$ cat src/rtl/unidad_control_mc.sv
// Multi-cycle control unit for the accumulator datapath.
// Sequences each instruction through fetch, decode, execute, writeback and
// PC update, and drives every datapath enable and mux select.
// States (state_dbg code | meaning):
//    0 IDLE | waiting for run
//    1 F    | instruction fetch into IR, waits on mem_ready
//    2 D    | decode, opcode latched into op_q
//    3 OP1  | load operand 1
//    4 OP2  | load operand 2, ALU operation selected
//    5 WC   | write ALU result to memory, waits on mem_ready
//    6 GA   | MOV: load source operand
//    7 WB   | MOV: write to memory, waits on mem_ready
//    8 OA   | OUT: load output register
//    9 JZ   | conditional jump, ldpc follows zero_flag
//   10 COU  | PC increment, illegal opcodes land here as NOP
//   11 HLT  | halted until reset
module unidad_control_mc #(
    parameter int OP_W        = 3,
    parameter int MUX_W       = 2,
    parameter int ALU_W       = 2,
    parameter bit MEM_WAIT_EN = 1'b1
) (
    input  logic             clk,
    input  logic             rst_n,
    input  logic             run,
    input  logic [OP_W-1:0]  opcode,
    input  logic             mem_ready,
    input  logic             zero_flag,
    output logic             enmem,
    output logic             wrmem,
    output logic             enir,
    output logic             enrop1,
    output logic             enrop2,
    output logic             enrio,
    output logic             enpc,
    output logic             ldpc,
    output logic [ALU_W-1:0] seloper,
    output logic [MUX_W-1:0] selmux,
    output logic             halted,
    output logic [3:0]       state_dbg
);

    typedef enum logic [3:0] {
        S_IDLE = 4'd0,  S_F   = 4'd1,  S_D   = 4'd2,  S_OP1 = 4'd3,
        S_OP2  = 4'd4,  S_WC  = 4'd5,  S_GA  = 4'd6,  S_WB  = 4'd7,
        S_OA   = 4'd8,  S_JZ  = 4'd9,  S_COU = 4'd10, S_HLT = 4'd11
    } state_t;

    state_t            state_q, state_d;
    logic [OP_W-1:0]   op_q, op_d;
    logic              mem_done;
    logic              enmem_q, wrmem_q, enir_q, enrop1_q, enrop2_q, enrio_q, enpc_q, halted_q;
    logic [ALU_W-1:0]  seloper_q, seloper_d;
    logic [MUX_W-1:0]  selmux_q, selmux_d;

    // ALU select for the arithmetic/logic opcodes; anything else selects 0
    function automatic logic [ALU_W-1:0] alu_sel(input logic [OP_W-1:0] op);
        if ((op >> 3) != '0) return '0;
        case (op[2:0])
            3'b001:  return ALU_W'(2'd1);
            3'b100:  return ALU_W'(2'd2);
            3'b101:  return ALU_W'(2'd3);
            default: return '0;
        endcase
    endfunction

    // Next-state and opcode latch
    always_comb begin
        state_d  = S_IDLE;
        op_d     = op_q;
        mem_done = !MEM_WAIT_EN || mem_ready;
        case (state_q)
            S_IDLE: state_d = run ? S_F : S_IDLE;
            S_F:    state_d = mem_done ? S_D : S_F;
            S_D: begin
                op_d = opcode;
                if ((opcode >> 3) != '0) begin
                    state_d = S_COU;
                end else begin
                    case (opcode[2:0])
                        3'b010:  state_d = S_GA;
                        3'b011:  state_d = S_OA;
                        3'b110:  state_d = S_JZ;
                        3'b111:  state_d = S_HLT;
                        default: state_d = S_OP1;
                    endcase
                end
            end
            S_OP1:  state_d = S_OP2;
            S_OP2:  state_d = S_WC;
            S_WC:   state_d = mem_done ? S_COU : S_WC;
            S_GA:   state_d = S_WB;
            S_WB:   state_d = mem_done ? S_COU : S_WB;
            S_OA:   state_d = S_COU;
            S_JZ:   state_d = zero_flag ? S_F : S_COU;
            S_COU:  state_d = run ? S_F : S_IDLE;
            S_HLT:  state_d = S_HLT;
            default: state_d = S_IDLE;
        endcase
    end

    // Mux selects for the state being entered, so the registered copies match state_q
    always_comb begin
        seloper_d = (state_d == S_OP2) ? alu_sel(op_d) : '0;
        case (state_d)
            S_OP1, S_GA, S_OA: selmux_d = MUX_W'(2'd1);
            S_OP2, S_WB:       selmux_d = MUX_W'(2'd2);
            S_WC:              selmux_d = MUX_W'(2'd3);
            default:           selmux_d = '0;
        endcase
    end

    // State, opcode and registered Moore outputs
    always_ff @(posedge clk) begin
        if (!rst_n) begin
            state_q   <= S_IDLE;
            op_q      <= '0;
            enmem_q   <= 1'b0;
            wrmem_q   <= 1'b0;
            enir_q    <= 1'b0;
            enrop1_q  <= 1'b0;
            enrop2_q  <= 1'b0;
            enrio_q   <= 1'b0;
            enpc_q    <= 1'b0;
            halted_q  <= 1'b0;
            seloper_q <= '0;
            selmux_q  <= '0;
        end else begin
            state_q   <= state_d;
            op_q      <= op_d;
            enmem_q   <= (state_d == S_F) || (state_d == S_WC) || (state_d == S_WB);
            wrmem_q   <= (state_d == S_WC) || (state_d == S_WB);
            enir_q    <= (state_d == S_F);
            enrop1_q  <= (state_d == S_OP1) || (state_d == S_GA);
            enrop2_q  <= (state_d == S_OP2);
            enrio_q   <= (state_d == S_OA);
            enpc_q    <= (state_d == S_COU);
            halted_q  <= (state_d == S_HLT);
            seloper_q <= seloper_d;
            selmux_q  <= selmux_d;
        end
    end

    assign enmem     = enmem_q;
    assign wrmem     = wrmem_q;
    assign enir      = enir_q;
    assign enrop1    = enrop1_q;
    assign enrop2    = enrop2_q;
    assign enrio     = enrio_q;
    assign enpc      = enpc_q;
    assign halted    = halted_q;
    assign seloper   = seloper_q;
    assign selmux    = selmux_q;
    // Jump load is the one Mealy output: it follows zero_flag within the JZ cycle
    assign ldpc      = (state_q == S_JZ) && zero_flag;
    assign state_dbg = state_q;

endmodule
$ cat config.mk
export PLATFORM = sky130hd
export DESIGN_NAME = unidad_control_mc
export DESIGN_NICKNAME = d
export VERILOG_FILES = /design/src/rtl/unidad_control_mc.sv
export SDC_FILE = /design/constraint.sdc
export NUM_CORES = 1
export LEC_CHECK = 0
export CAP_MARGIN = 20
export CORE_MARGIN = 3
export CORE_UTILIZATION = 45
export DETAILED_ROUTE_END_ITERATION = 7
export PLACE_DENSITY_LB_ADDON = 0.08
export RECOVER_POWER = 50
export SETUP_SLACK_MARGIN = 0.2
export SLEW_MARGIN = 10
export SYNTH_ARGS = -nofsm -noshare
export SYNTH_HDL_FRONTEND = slang
export SYNTH_SLANG_ARGS = --single-unit
$ cat constraint.sdc
create_clock -name clk -period 2.4 [get_ports clk]
set_clock_uncertainty 0.15 [all_clocks]
set_input_delay 0.36 -clock clk [delete_from_list [all_inputs] [get_ports clk]]
set_output_delay 0.36 -clock clk [all_outputs]
set_load 0.005 [all_outputs]
### Met3 routing

The bar under the picture is 10 um long.
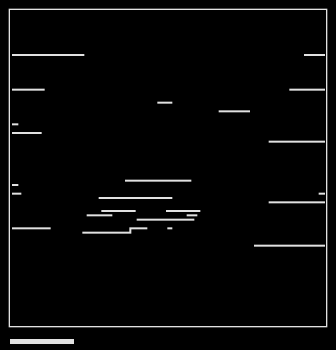
nets with wire on the layer	21
longest straight run	11.3 um

### M1 wires

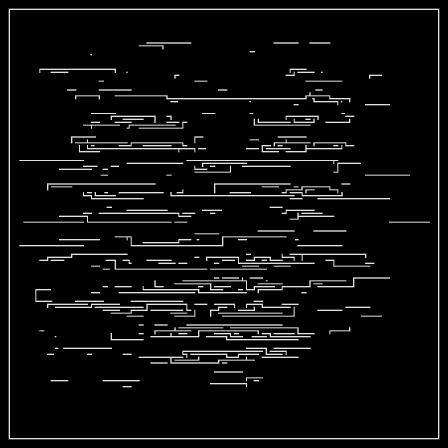
main direction	horizontal
share of all routed wire	46%
longest straight run	17.5 um
nets with wire on the layer	124

### A small window of the routed layout

The bar under the picture is 5 um long. Window x 2 to 22, y 27 to 47 um. Cells in gray, sequential cells in the stronger gray; small squares are vias.
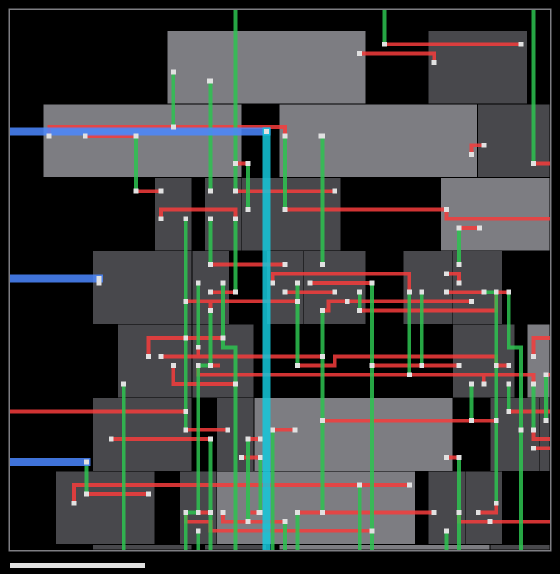
layer	color
M4	cyan
M3	blue
M2	green
M1	red
cells with their middle in the window	27
sequential cells in the window	6
netlist names of flops here include	`state_dbg` (2)
most frequent	dfxtp_1 (6), dlygate4sd3_1 (5)

### Congestion heat map

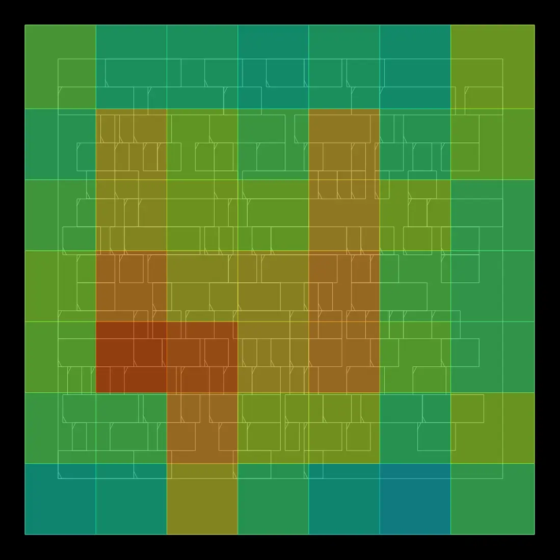
global-route met3 utilization: 0.0544
final core area utilization: 0.676
overall fraction of global-route tracks in use: 0.179
met2 GRT Util: 0.271

==> cells by family after synthesis <==
kind of cell / count (synthesis) / share of synthesized area
AOI/OAI and AO/OA: 19 / 0.173
xor gates and xnor gates: 1 / 0.0103
buffers and inverters: 11 / 0.0689
DFF: 19 / 0.446
and+or+nand+nor: 43 / 0.302
==> tightest hold or removal path: stages, from the launching register on <==
cell and delay, ns:
sky130_fd_sc_hd__dfxtp_1 0.32, sky130_fd_sc_hd__nand2_1 0.05, sky130_fd_sc_hd__a21oi_1 0.05
==> cells in the final DEF, fill, tap and decap left out, types with 2 or more instances in the layout <==
cell type                         count
sky130_fd_sc_hd__nand2b_1             3
sky130_fd_sc_hd__dlygate4sd3_1       14
sky130_fd_sc_hd__nor3b_1              3
sky130_fd_sc_hd__clkdlybuf4s50_1      9
sky130_fd_sc_hd__nand2_1             11
sky130_fd_sc_hd__nand3_1              4
sky130_fd_sc_hd__a21oi_1              9
sky130_fd_sc_hd__nor3_1               2
sky130_fd_sc_hd__nand3b_1             5
sky130_fd_sc_hd__nor2_1               6
sky130_fd_sc_hd__buf_4                9
sky130_fd_sc_hd__clkbuf_4             3
sky130_fd_sc_hd__clkbuf_1             2
sky130_fd_sc_hd__inv_1                5
sky130_fd_sc_hd__dfxtp_1             18
==> cell type report <==
type,count,area [sq um],share of cell area
clock buffer,3,22.5,0.0189
multi-input combinational,63,415,0.348
timing repair buffer,35,314,0.263
tap,25,31.3,0.0262
clock inverter,1,5.00,0.00420
sequential,19,382,0.320
inverter,6,22.5,0.0189
==> final timing paths <==
path,start,endpoint,slack (ns),cells past startpoint
worst min-delay path,op_q[0],op_q[0],0.31,2
worst min register to register,op_q[0],op_q[0],0.31,2
worst max register to register,state_dbg[1],selmux[0],0.31,6
worst max-delay path,state_dbg[1],selmux[0],0.31,6
==> state kept, by name, indices dropped and copies added, names as in the netlist, 2 cells and up <==
signal     cells
op_q           3
seloper        2
state_dbg      4
selmux         2
==> metal layers <==
layer / up-vias / wire (um)
met5: - / 0
met4: 0 / 47
met3: 5 / 128
met2: 30 / 884
met1: 359 / 902
li1: 398 / -
==> power groups by stage <==
stage / Combinational, mW / Clock (mW) / Sequential, mW
after floorplan: 0.153 / 0 / 0.368
after global placement: 0.263 / 0 / 0.376
after detailed placement: 0.264 / 0 / 0.377
after CTS: 0.265 / 0.164 / 0.371
after global routing: 0.273 / 0.176 / 0.375
final: 0.247 / 0.158 / 0.370
==> timing repair <==
action,4_1_cts,5_1_grt
gates resized,2,0
hold endpoints to repair,0,0
endpoints found under the setup margin,1,0
==> out/results.ini <==
[outcome]
status=finished, final reports clean

[global_routing]
globalRoute.totalOverflow=0
groute.layer.met1.usage=0.227
grt_first_pass_wirelength_mm=3.31
grt_antenna_before_repair=0
grt_pass1_vias=715
grt_max_degree=13
grt_busiest_layer=met2

[routing]
drt_pass1_iterations=4
postRouteAntennaNets=0
drt_drc_violations_left=0
route.detailed.wl_per_inst_um=12.9
drt-vias-per-instance=5.21
wirelength_mm=1.96
drtIter0Drc=17
vias_post_dr=792

[flow_run]
max-cap-violations=0
log.warning_count=26

[floorplanning]
die_area_sq_um=2450
fp-row-count=15
floorplan.die.width_um=49.5
chipHeight_um=49.5
coreArea_sq_um=1760
i_o_pin_count=25
initial_core_util=0.484

[synth]
distinct_lib_cells_used=34
yosysMostFrequentCell=sky130_fd_sc_hd__dfxtp_1
yosys.stat.seqShare=0.446
synth_async_sr_flop_share=0
fp_nets=101
post_synth.cell_area_avg_sq_um=9.18
netlist_area_before_placement_sq_um=853
synth.cells.most_frequent=19 x sky130_fd_sc_hd__dfxtp_1, 11 x sky130_fd_sc_hd__nand2_1, 9 x sky130_fd_sc_hd__a21oi_1
numSynthFlops=19
synthCells=93
synth_top_cell_by_area=sky130_fd_sc_hd__dfxtp_1
synth.top_cell.area_share=0.446
enable_flop_cells=0
area_of_the_synthesized_netlist_per_yosys_stat_sq_um=853
synth.top_cells.by_area=sky130_fd_sc_hd__dfxtp_1 45%, sky130_fd_sc_hd__a21oi_1 5.3%, sky130_fd_sc_hd__nand2_1 4.8%
synthesis.yosys.warnings=0
synth_stat.cells=93
dominantRegCellSynth=sky130_fd_sc_hd__dfxtp_1

[cells_and_area]
fin_area_sq_um=1190
num-fill-cells=164
antenna_cells_inserted=0
num-nets-final=136
post_layout_nonfiller_instances=152
final_layout_size_suffix_gt1_frac=0.165
area_growth_syn_to_layout_pct=39.7

[cts]
holdBufCountCts=0
clkSlewWorstSetupHoldPaths_ns=0.10
cts_tree=done
cts_sinks=19
cts_post_setup_buffers_inserted=0
clockBufferDepth=2
clk_root_buffer_cell=sky130_fd_sc_hd__clkbuf_4
insertion_delay_ns=0.30
cts_made_buffers=3
h-tree-depth=1

[final_timing]
timing.final.max_slew_violations=0
setup_repair_after_global_routing_missed_its_margin=no
fin_ws_ns=0.309
slew_headroom=0.745
achievable-frequency_mhz=478
timing.final.setup_violations=0
final.setup.tns_ns=0
tightest_slew_ns=0.380
final_period_minus_worst_setup_slack_ns=2.09
timing_hold_violations_final=0
final_min_period_over_clock_period=0.871
fin_hold_ws_ns=0.314

[power]
p_sw_mw=0.241
leakage_power_nw=0.512
combPwrFrac=0.319
power_density_nw_per_um2=650
power.switching_fraction=0.311
vdd.ir_drop.worst_uv=545
clock_power_share=0.203
sequential_power_share=0.477
totalPowerFinal_mw=0.775
cellInternalPower_mw=0.534

[setup_path]
critical_path_buf_inv_count=1
setup.worst_path.end_class=flip-flop
slowest_stage_delay_cp_ns=0.53
path_max_fanout=7
arrival_ns=2.17
standard_cell_with_the_maximum_stage_delay_on_the_critical_path=sky130_fd_sc_hd__or4_4
worst_setup_path_start_kind=flip-flop
cpLargestDelayFamily=simple AND/OR/NAND/NOR gates
worstSetupPathType=flip-flop to flip-flop
path_cells=buf_4, nand3b_1, and4b_1, a311o_1, or4_4, a41oi_2
critical_path_required_ns=2.48

[placement]
dp_hpwl_mm=1.46
io_buffers=24
numPlacedInstances=148
dp_slack_ns=0.0257
gp_congestion=0.733
placed_area_sq_um=1180

[hold_path]
worst_hold_path_type=flip-flop to flip-flop

Power is estimated from default activity; no workload was simulated.
